**Run 1: wire density map**

(2 px per µm) 21 x 21 tiles, from white (low) to dark blue (high), scaled to the fullest tile. Values are wire area over tile area, all layers added.
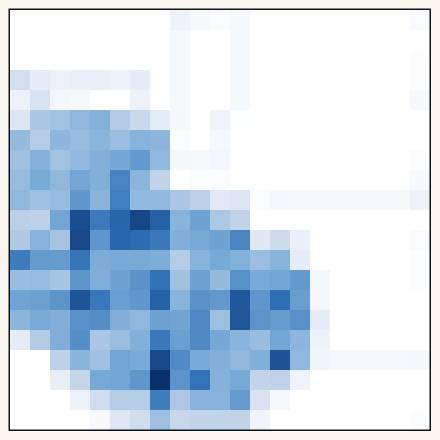
**Run 1: routing congestion**

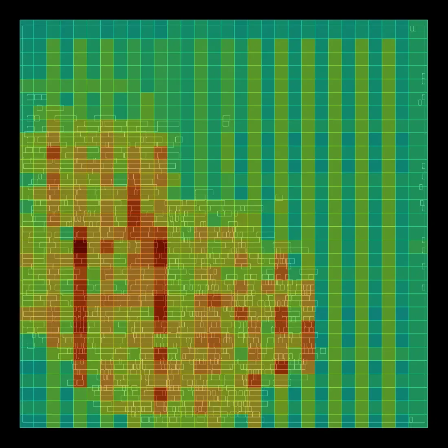
**Run 1: gate families picked out**

(2 px per µm)
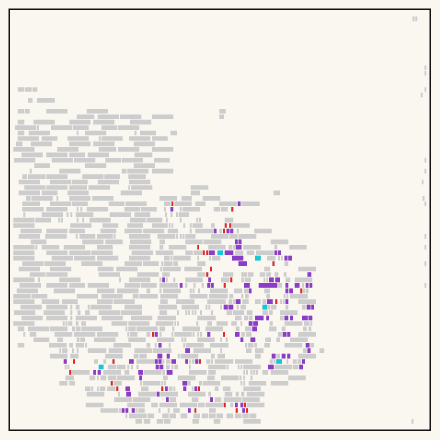
**Run 1: clock wires, drivers and flops**

(2 px per µm)
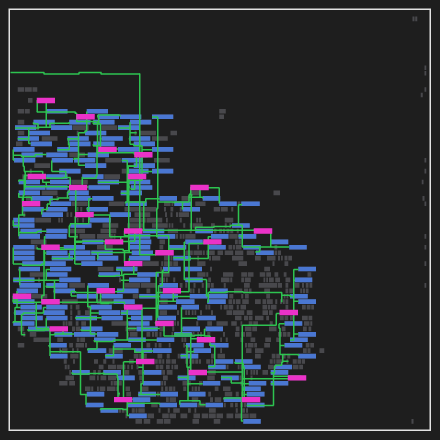
--- src/rtl/uart_tx_controller.sv ---
// uart_tx_controller: memory-mapped 8N1 UART transmitter with a transmit FIFO, status/baud registers and a done interrupt.
module uart_tx_controller #(
    parameter int CLKS_PER_BIT = 234,
    parameter int FIFO_DEPTH   = 16,
    parameter int CNT_W        = 16
) (
    input  logic        clk,
    input  logic        resetn,
    input  logic        ren,
    input  logic        wen,
    input  logic [1:0]  address,
    input  logic [31:0] data_in,
    output logic [31:0] data_out,
    output logic        uart_tx,
    output logic        tx_done_irq
);
    localparam int AW = $clog2(FIFO_DEPTH);

    typedef enum logic [1:0] {IDLE, START, DATA, STOP} state_t;

    state_t           state;
    logic [7:0]       mem [FIFO_DEPTH];
    logic [AW-1:0]    wr_ptr, rd_ptr;
    logic [AW:0]      count, count_next;
    logic [7:0]       shift;
    logic [2:0]       idx;
    logic [CNT_W-1:0] divisor, act_div, cnt;
    logic             overflow, full, empty, push_req, push, pop, tc, irq_next;
    logic [31:0]      rdata;
    logic             unused_bits;

    assign unused_bits = ^data_in;

    always_comb begin
        full       = count == (AW+1)'(FIFO_DEPTH);
        empty      = count == '0;
        push_req   = wen && address == 2'd0;
        pop        = state == IDLE && !empty;
        push       = push_req && (!full || pop);
        tc         = cnt == act_div - 1'b1;
        count_next = count + (AW+1)'(push) - (AW+1)'(pop);
        // interrupt is registered from next-cycle state so it drops right after a push
        irq_next   = count_next == '0 && ((state == IDLE && !pop) || (state == STOP && tc));
        rdata      = address == 2'd1 ? {16'd0, 8'(count), 4'd0, overflow, empty, full, state != IDLE}
                   : address == 2'd2 ? 32'(divisor) : 32'd0;
    end

    always_ff @(posedge clk) begin
        if (push) mem[wr_ptr] <= data_in[7:0];
    end

    always_ff @(posedge clk or negedge resetn) begin
        if (!resetn) begin
            state       <= IDLE;
            wr_ptr      <= '0;
            rd_ptr      <= '0;
            count       <= '0;
            shift       <= '0;
            idx         <= '0;
            cnt         <= '0;
            divisor     <= CNT_W'(CLKS_PER_BIT);
            act_div     <= CNT_W'(CLKS_PER_BIT);
            overflow    <= 1'b0;
            data_out    <= '0;
            uart_tx     <= 1'b1;
            tx_done_irq <= 1'b1;
        end else begin
            if (push) wr_ptr <= wr_ptr + 1'b1;
            if (pop) rd_ptr <= rd_ptr + 1'b1;
            count <= count_next;
            if (push_req && full && !pop) overflow <= 1'b1;
            else if (wen && address == 2'd1 && data_in[3]) overflow <= 1'b0;
            if (wen && address == 2'd2)
                divisor <= data_in[CNT_W-1:0] < CNT_W'(4) ? CNT_W'(4) : data_in[CNT_W-1:0];
            if (ren) data_out <= rdata;
            tx_done_irq <= irq_next;
            // line follows the state one cycle late, giving a glitch-free registered output
            uart_tx <= state == START ? 1'b0 : state == DATA ? shift[0] : 1'b1;
            case (state)
                IDLE: if (pop) begin
                    shift   <= mem[rd_ptr];
                    act_div <= divisor;
                    cnt     <= '0;
                    state   <= START;
                end
                START: begin
                    cnt <= tc ? '0 : cnt + 1'b1;
                    if (tc) begin
                        state <= DATA;
                        idx   <= '0;
                    end
                end
                DATA: begin
                    cnt <= tc ? '0 : cnt + 1'b1;
                    if (tc) begin
                        shift <= shift >> 1;
                        idx   <= idx + 1'b1;
                        if (idx == 3'd7) state <= STOP;
                    end
                end
                default: begin
                    cnt <= tc ? '0 : cnt + 1'b1;
                    if (tc) state <= IDLE;
                end
            endcase
        end
    end
endmodule

--- config.mk ---
export PLATFORM = sky130hd
export DESIGN_NAME = uart_tx_controller
export DESIGN_NICKNAME = d
export VERILOG_FILES = /design/src/rtl/uart_tx_controller.sv
export SDC_FILE = /design/constraint.sdc
export NUM_CORES = 1
export LEC_CHECK = 0
export CORE_UTILIZATION = 23
export CTS_CLUSTER_SIZE = 8
export DETAILED_ROUTE_END_ITERATION = 7
export GPL_TIMING_DRIVEN = 1
export SYNTH_ARGS = -nofsm -noshare
export SYNTH_HDL_FRONTEND = slang
export SYNTH_SLANG_ARGS = --single-unit
--- constraint.sdc ---
create_clock -name clk -period 5.35 [get_ports clk]
set_input_delay 0.8025 -clock clk [delete_from_list [all_inputs] [get_ports clk]]
set_output_delay 0.8025 -clock clk [all_outputs]
set_load 0.1 [all_outputs]
==> run summary, run 1 <==
run results: H-tree depth=1, R2R depth=15, pre-CTS setup slack=1920 ps, Sw Pwr=2.09 mW, Sequential Power Share=0.390, WP data required=5820 ps, status=completed, largest net degree at the start of global routing=64, Num CTS Buffers=31, die height=210 µm, cell area after synthesis=9930 µm², cts repair resizes=0, initial antenna violation count=0, Pwr top=registers, Die Area=44000 µm², PD cells=518 nW/µm², Seq/Total Area, Yosys=0.623, Post-layout nets=833, Die Wd=210 µm, GRT busiest layer=met2, Max Cap Viol=0, ys flops=221, dominant logic cell type in the layout=edfxtp_1, largest family of logic cells by area=multiplexers, yosys xor share=0.0247, Log Warnings=49, CTS root buf=clkbuf_16, CP max stage cell=nand2b_1, Slew HR=0.181, Post-CTS Setup Inserts=0, P_int=4.02 mW, most frequent cells in the layout=edfxtp_1, nand2_1, dfrtp_1, mux4_2, clkdlybuf4s50_1, min Tclk post-route=3290 ps, area fraction in compound gates=0.0672, ys flop type=edfxtp_1, Mapped Avg Cell Area=13.8 µm², RR Startpoint=count[2], crit path setup slack, layout=2060 ps, layout overhead on the synthesized area=18.9%, number of fill cells=4266
Notes on 'wire density map' above:
emptiest ninth of the die: upper right
nearly empty tiles: 44%
tiles over half the peak: 18%
mean over tiles: 0.075
Vias: 5838
Routed WL: 21.6 mm
wire per inst: 16.1 µm

Notes on 'routing congestion' above:
Global Route Usage Sum: 0.0999
GR Util met1: 0.131
fin util: 0.280
M2 GR Usage: 0.170
GR Util met3: 0.0150

Notes on 'gate families picked out' above:
| family | colour | cells |
|---|---|---|
| non-inverting ao/oa cells | cyan | 5 |
| inv cells | red | 30 |
| aoi and oai cells | purple | 98 |
Comb/total area: 0.291
non-filler cells, final: 1340

Notes on 'clock wires, drivers and flops' above:
[flip-flops] blue | count: 221
[clock wires] green | length: 3070 µm
[clock-net drivers] magenta | count: 31
routed clock nets: 32
Clock Latency Late Sink: 550 ps
Clk power: 1.79 mW

run 1: state kept, by name, summed over array words and instances, names as in the netlist, 2 cells and up:
| name | cells |
|---|---|
| divisor | 16 |
| shift | 8 |
| cnt | 16 |
| wr_ptr | 4 |
| mem | 128 |
| data_out | 16 |
| act_div | 16 |
| rd_ptr | 4 |
| state | 2 |
| idx | 3 |
| count | 5 |
run 1: Yosys cell counts, types with 3 or more instances:
cell      instances  area share
edfxtp_1        128        0.39
nand2_1          92       0.035
dfrtp_1          81        0.20
mux4_2           40       0.091
nor2_1           35       0.013
inv_1            30       0.011
a21oi_1          28       0.014
o21ai_0          23       0.012
clkbuf_1         20      0.0076
ha_1             18       0.023
buf_4            17       0.013
a31oi_1          15      0.0095
xnor2_1          15       0.013
mux2_2           13       0.015
xor2_1           13       0.011
dfstp_2          12       0.032
nand2b_1         12      0.0076
nand3_1          12      0.0060
nor3_1           11      0.0055
a22oi_1           9      0.0068
and3_1            9      0.0057
mux2_4            6      0.0091
buf_1             5      0.0019
buf_2             5      0.0025
nand4_1           5      0.0032
a41oi_1           4      0.0035
nor4_1            4      0.0025
o211ai_1          4      0.0030
o21ai_1           4      0.0020
or3_1             4      0.0025
mux2i_1           3      0.0030
nor2b_1           3      0.0019
run 1: layout make-up:
type | count | area, µm² | area share
clock buffers | 57 | 883 | 0.0748
well taps | 539 | 674 | 0.0571
flip-flops and latches | 221 | 6190 | 0.524
inverters | 30 | 113 | 0.00954
repair buffers | 55 | 508 | 0.0430
multi-input cells | 437 | 3430 | 0.291
clock inverters | 1 | 8.76 | 0.000742
==> inputs of run 2 (changes only) <==
==> constraint.sdc (replaced) <==
create_clock -name clk -period 3.12 [get_ports clk]
set_input_delay 0.468 -clock clk [delete_from_list [all_inputs] [get_ports clk]]
set_output_delay 0.468 -clock clk [all_outputs]
set_load 0.1 [all_outputs]
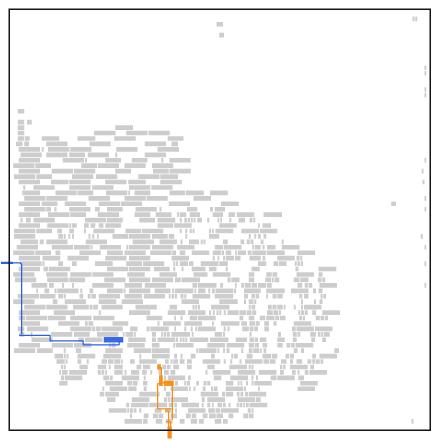
**Above:** run 2 (port wiring).
(2 px per µm)
| port | colour | bits | direction | edge | end cells | buffers | wire |
|---|---|---|---|---|---|---|---|
| address | orange | 2 | input | bottom | 6 | 2 | 74.5 µm |
| tx_done_irq | blue | 1 | output | left | 1 | 1 | 98.7 µm |
IO Count: 72
Buffers on Ports: 39

==> run 2 against run 1 <==
Against the previous run: first-iteration DRC count is 35% higher; non-clock buffer count increased by 24; register-to-register slack worse by 1800 ps; critical endpoint is now state[1]; largest cell class unchanged; highest routed layer unchanged.
==> run summary, run 2 <==
run results: Sequential Power Share=0.381 (-0.009), register area=6190 µm² (unchanged), cell taking the most area after synthesis=edfxtp_1, Synth top cell by count=edfxtp_1, max reg flops=128 (unchanged), CTS root buf=clkbuf_16, Mapped Avg Cell Area=13.8 µm² (unchanged), dominant logic cell type in the layout=edfxtp_1, Largest type area fraction=0.387 (unchanged), Pwr top=registers, cell area after synthesis=9930 µm² (unchanged), H-tree depth=1 (unchanged), Log Warnings=49 (unchanged), top cells, area=edfxtp_1, dfrtp_1, mux4_2, Largest Register=mem, crit path setup slack, layout=256 ps (-1800 ps), Post-layout nets=857 (+2.9%), Global Route Usage Sum=0.100 (+0.000398), Num CTS Buffers=31 (unchanged), largest net degree at the start of global routing=78 (+22%), most frequent cells in the layout=edfxtp_1, nand2_1, dfrtp_1, buf_4, mux4_2, Synth top cells by count=edfxtp_1, nand2_1, dfrtp_1, CP max stage cell=dfstp_2, status=completed, P_int=6.97 mW (+73%), Sw Pwr=3.63 mW (+73%), Routed WL=21.8 mm (+1.0%), min Tclk post-route=2860 ps (-431 ps), Clock Latency Late Sink=550 ps (about the same), layout overhead on the synthesized area=20.7%, ys flops=221 (unchanged), Slew HR=0.343 (+0.161), Die Area=44000 µm² (unchanged), Clk power=3.06 mW (+71%), Comb area=3450 µm² (+0.40%), Die Wd=210 µm (unchanged)
==> run 2: worst paths after layout <==
kind	from	to	depth (start not counted)
max	act_div[1]	state[1]	9
min	resetn	cnt[11]	1
max reg2reg	act_div[1]	state[1]	9
min reg2reg	divisor[5]	act_div[5]	2
max in group asynchronous	resetn	data_out[4]	2
min in group clk	divisor[5]	act_div[5]	2
==> run 2: layout make-up <==
class                   count  area share
clock buffers              56      0.0726
clock inverters             2     0.00209
inverters                  30     0.00940
multi-input cells         437       0.288
flip-flops and latches    221       0.516
well taps                 539      0.0563
repair buffers             79      0.0557
==> run 2: per-layer routing <==
layer | wire length, µm | global-route usage
met3 | 938 | 0.0151
met1 | 9760 | 0.134
met2 | 10700 | 0.169
met4 | 429 | 0.0262
met5 | 0 | 0
==> run 2: kinds of logic (layout without fill, tap and decap cells) <==
| logic type | Yosys count | count (layout) | share of synthesized area |
|---|---|---|---|
| buf+inv | 78 | 167 | 0.0373 |
| compound gates | 103 | 103 | 0.0672 |
| simple gates | 208 | 208 | 0.104 |
| other cells | 1 | 16 | 0.000378 |
| fa+ha+maj | 19 | 19 | 0.0247 |
| mux | 63 | 63 | 0.119 |
| flops | 221 | 221 | 0.623 |
| xor+xnor | 28 | 28 | 0.0247 |
==> run 2: metrics by stage <==
stage                     instances  hold WS (ps)  power [mW]
after floorplan                 736           172        6.67
after global placement         1304           466        7.50
after detailed placement       1304           468        7.57
after CTS                      1362           115        10.7
after global routing           1364           146        11.2
final                          1364          70.9        10.6
==> run 2: timing repair <==
action                                  in CTS  in global routing
resized                                      0                  2
setup buffers                                0                  2
endpoints found under the setup margin       0                  8
==> run 2: critical path: cells and delay by family (launching register included) <==
kind,cells,cell delay (ps)
simple gates,3,720
flops,1,540
mux,1,340
fa+ha+maj,1,240
compound gates,3,840
buf+inv,1,50
==> inputs of run 3 (changes only) <==
--- a/config.mk
+++ b/config.mk
@@ -6,6 +6,7 @@
 export NUM_CORES = 1
 export LEC_CHECK = 0
 export CORE_UTILIZATION = 23
+export CTS_CLUSTER_DIAMETER = 150
 export CTS_CLUSTER_SIZE = 8
 export DETAILED_ROUTE_END_ITERATION = 7
 export GPL_TIMING_DRIVEN = 1
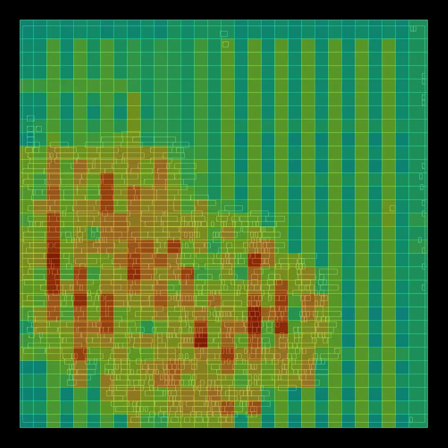
**Above:** run 3 (routing congestion).
wire per inst: 16.0 µm
GR Util met1: 0.133
GRT busiest layer: met2
M2 GR Usage: 0.171

==> run 3 against run 2 <==
Against the previous run: sequential share of layout area about the same; synthesized area unchanged; cell area hardly changed; clock-buffer cell count down 1; clock power hardly changed; cell count barely moved; die size did not move; synthesized cell count stayed put; critical path depth is 2 lower; worst hold slack better by 4.0 ps; utilization is essentially flat; via count is 0.48% lower; critical endpoint unchanged; largest cell class unchanged; largest power group unchanged.
==> run summary, run 3 <==
run results: min Tclk post-route=2870 ps (+7.89 ps), Max Used Layer=met5, DP Cell Count=1304 (unchanged), cell area after synthesis=9930 µm² (unchanged), H-tree depth=1 (unchanged), Worst Hold Margin=74.9 ps (+4.01 ps), crit path setup slack, layout=248 ps (-7.89 ps), Clock Latency Late Sink=550 ps (about the same), Die Wd=210 µm (unchanged), Largest type area fraction=0.387 (unchanged), Routed WL=21.8 mm (about the same), largest net degree at the start of global routing=78 (unchanged), layout overhead on the synthesized area=20.7% (about the same), non-filler cells, final=1363 (-0.073%), register area=6190 µm² (unchanged), GR Util met3=0.0159 (+0.000748), Worst VDD drop=0.000500 V, most frequent cells in the layout=edfxtp_1, nand2_1, dfrtp_1, buf_4, mux4_2, cell taking the most area after synthesis=edfxtp_1, Num CTS Buffers=31 (unchanged), Synth top cells by count=edfxtp_1, nand2_1, dfrtp_1, Synth top cell by count=edfxtp_1, Placer Congestion=0.844, Placement Rows=75, IO Count=72 (unchanged), Die Area=44000 µm² (unchanged), CTS root buf=clkbuf_16, Global Route Usage Sum=0.100 (+0.000183), Post-layout nets=857 (unchanged), top cells, area=edfxtp_1, dfrtp_1, mux4_2, Log Warnings=49 (unchanged), ys flops=221 (unchanged), design area=12000 µm², FFs w/ async S/R, synth=0.421, RSZ-0062 raised after global routing=no, dominant logic cell type in the layout=edfxtp_1, Comb area=3450 µm² (unchanged), met3 routed WL=909 µm (-3.1%), total power=10.6 mW (about the same), status=completed, cell total in the yosys stat output=721, routed wl met2=10.6 mm (-0.10%), Largest Register=mem, antenna cells=0, Slew HR=0.335 (-0.00775), Buffers on Ports=39 (unchanged), met1 WL=9.81 mm (+0.48%)
## run 3: critical path, stage by stage (launching register included)
cell	delay, ps
dfrtp_1	520
or3_1	460
nor4_1	320
a41oi_1	100
a211oi_2	450
nand4_2	290
a211oi_2	280
mux2_1	340
## run 3: final timing paths
kind / start / end / slack, ps / cells past startpoint
min: resetn / cnt[11] / 70 / 1
max in group asynchronous: resetn / data_out[8] / 2220 / 2
min in group clk: divisor[5] / act_div[5] / 470 / 2
max reg2reg: act_div[2] / state[1] / 250 / 7
min reg2reg: divisor[5] / act_div[5] / 470 / 2
max: act_div[2] / state[1] / 250 / 7
## run 3: timing repair
| action | in CTS | in global routing |
|---|---|---|
| buffers inserted | 0 | 2 |
| resized | 0 | 2 |
| endpoints found under the setup margin | 0 | 8 |
## run 3: cell families (layout without fill, tap and decap cells)
family / Yosys count / in the layout / synth area share
compound gates: 103 / 103 / 0.0672
xor+xnor: 28 / 28 / 0.0247
fa+ha+maj: 19 / 19 / 0.0247
buf+inv: 78 / 166 / 0.0373
flops: 221 / 221 / 0.623
mux: 63 / 63 / 0.119
other cells: 1 / 16 / 0.000378
simple gates: 208 / 208 / 0.104
## run 3: final cells by class
| cell class | instances | share of cell area |
|---|---|---|
| clock buffers | 55 | 0.0723 |
| clock inverters | 2 | 0.00209 |
| inverters | 30 | 0.00940 |
| multi-input cells | 437 | 0.288 |
| flip-flops and latches | 221 | 0.516 |
| well taps | 539 | 0.0563 |
| repair buffers | 79 | 0.0558 |
## run 3: report_power, final
| part | switching (mW) | leakage [nW] | internal, mW |
|---|---|---|---|
| logic | 1.95 | 1.84 | 1.56 |
| clock network | 1.20 | 0.424 | 1.85 |
| registers | 0.484 | 2.29 | 3.55 |
| total | 3.63 | 4.56 | 6.96 |
Power figures rest on the tool's default switching activity, not on a simulated workload.
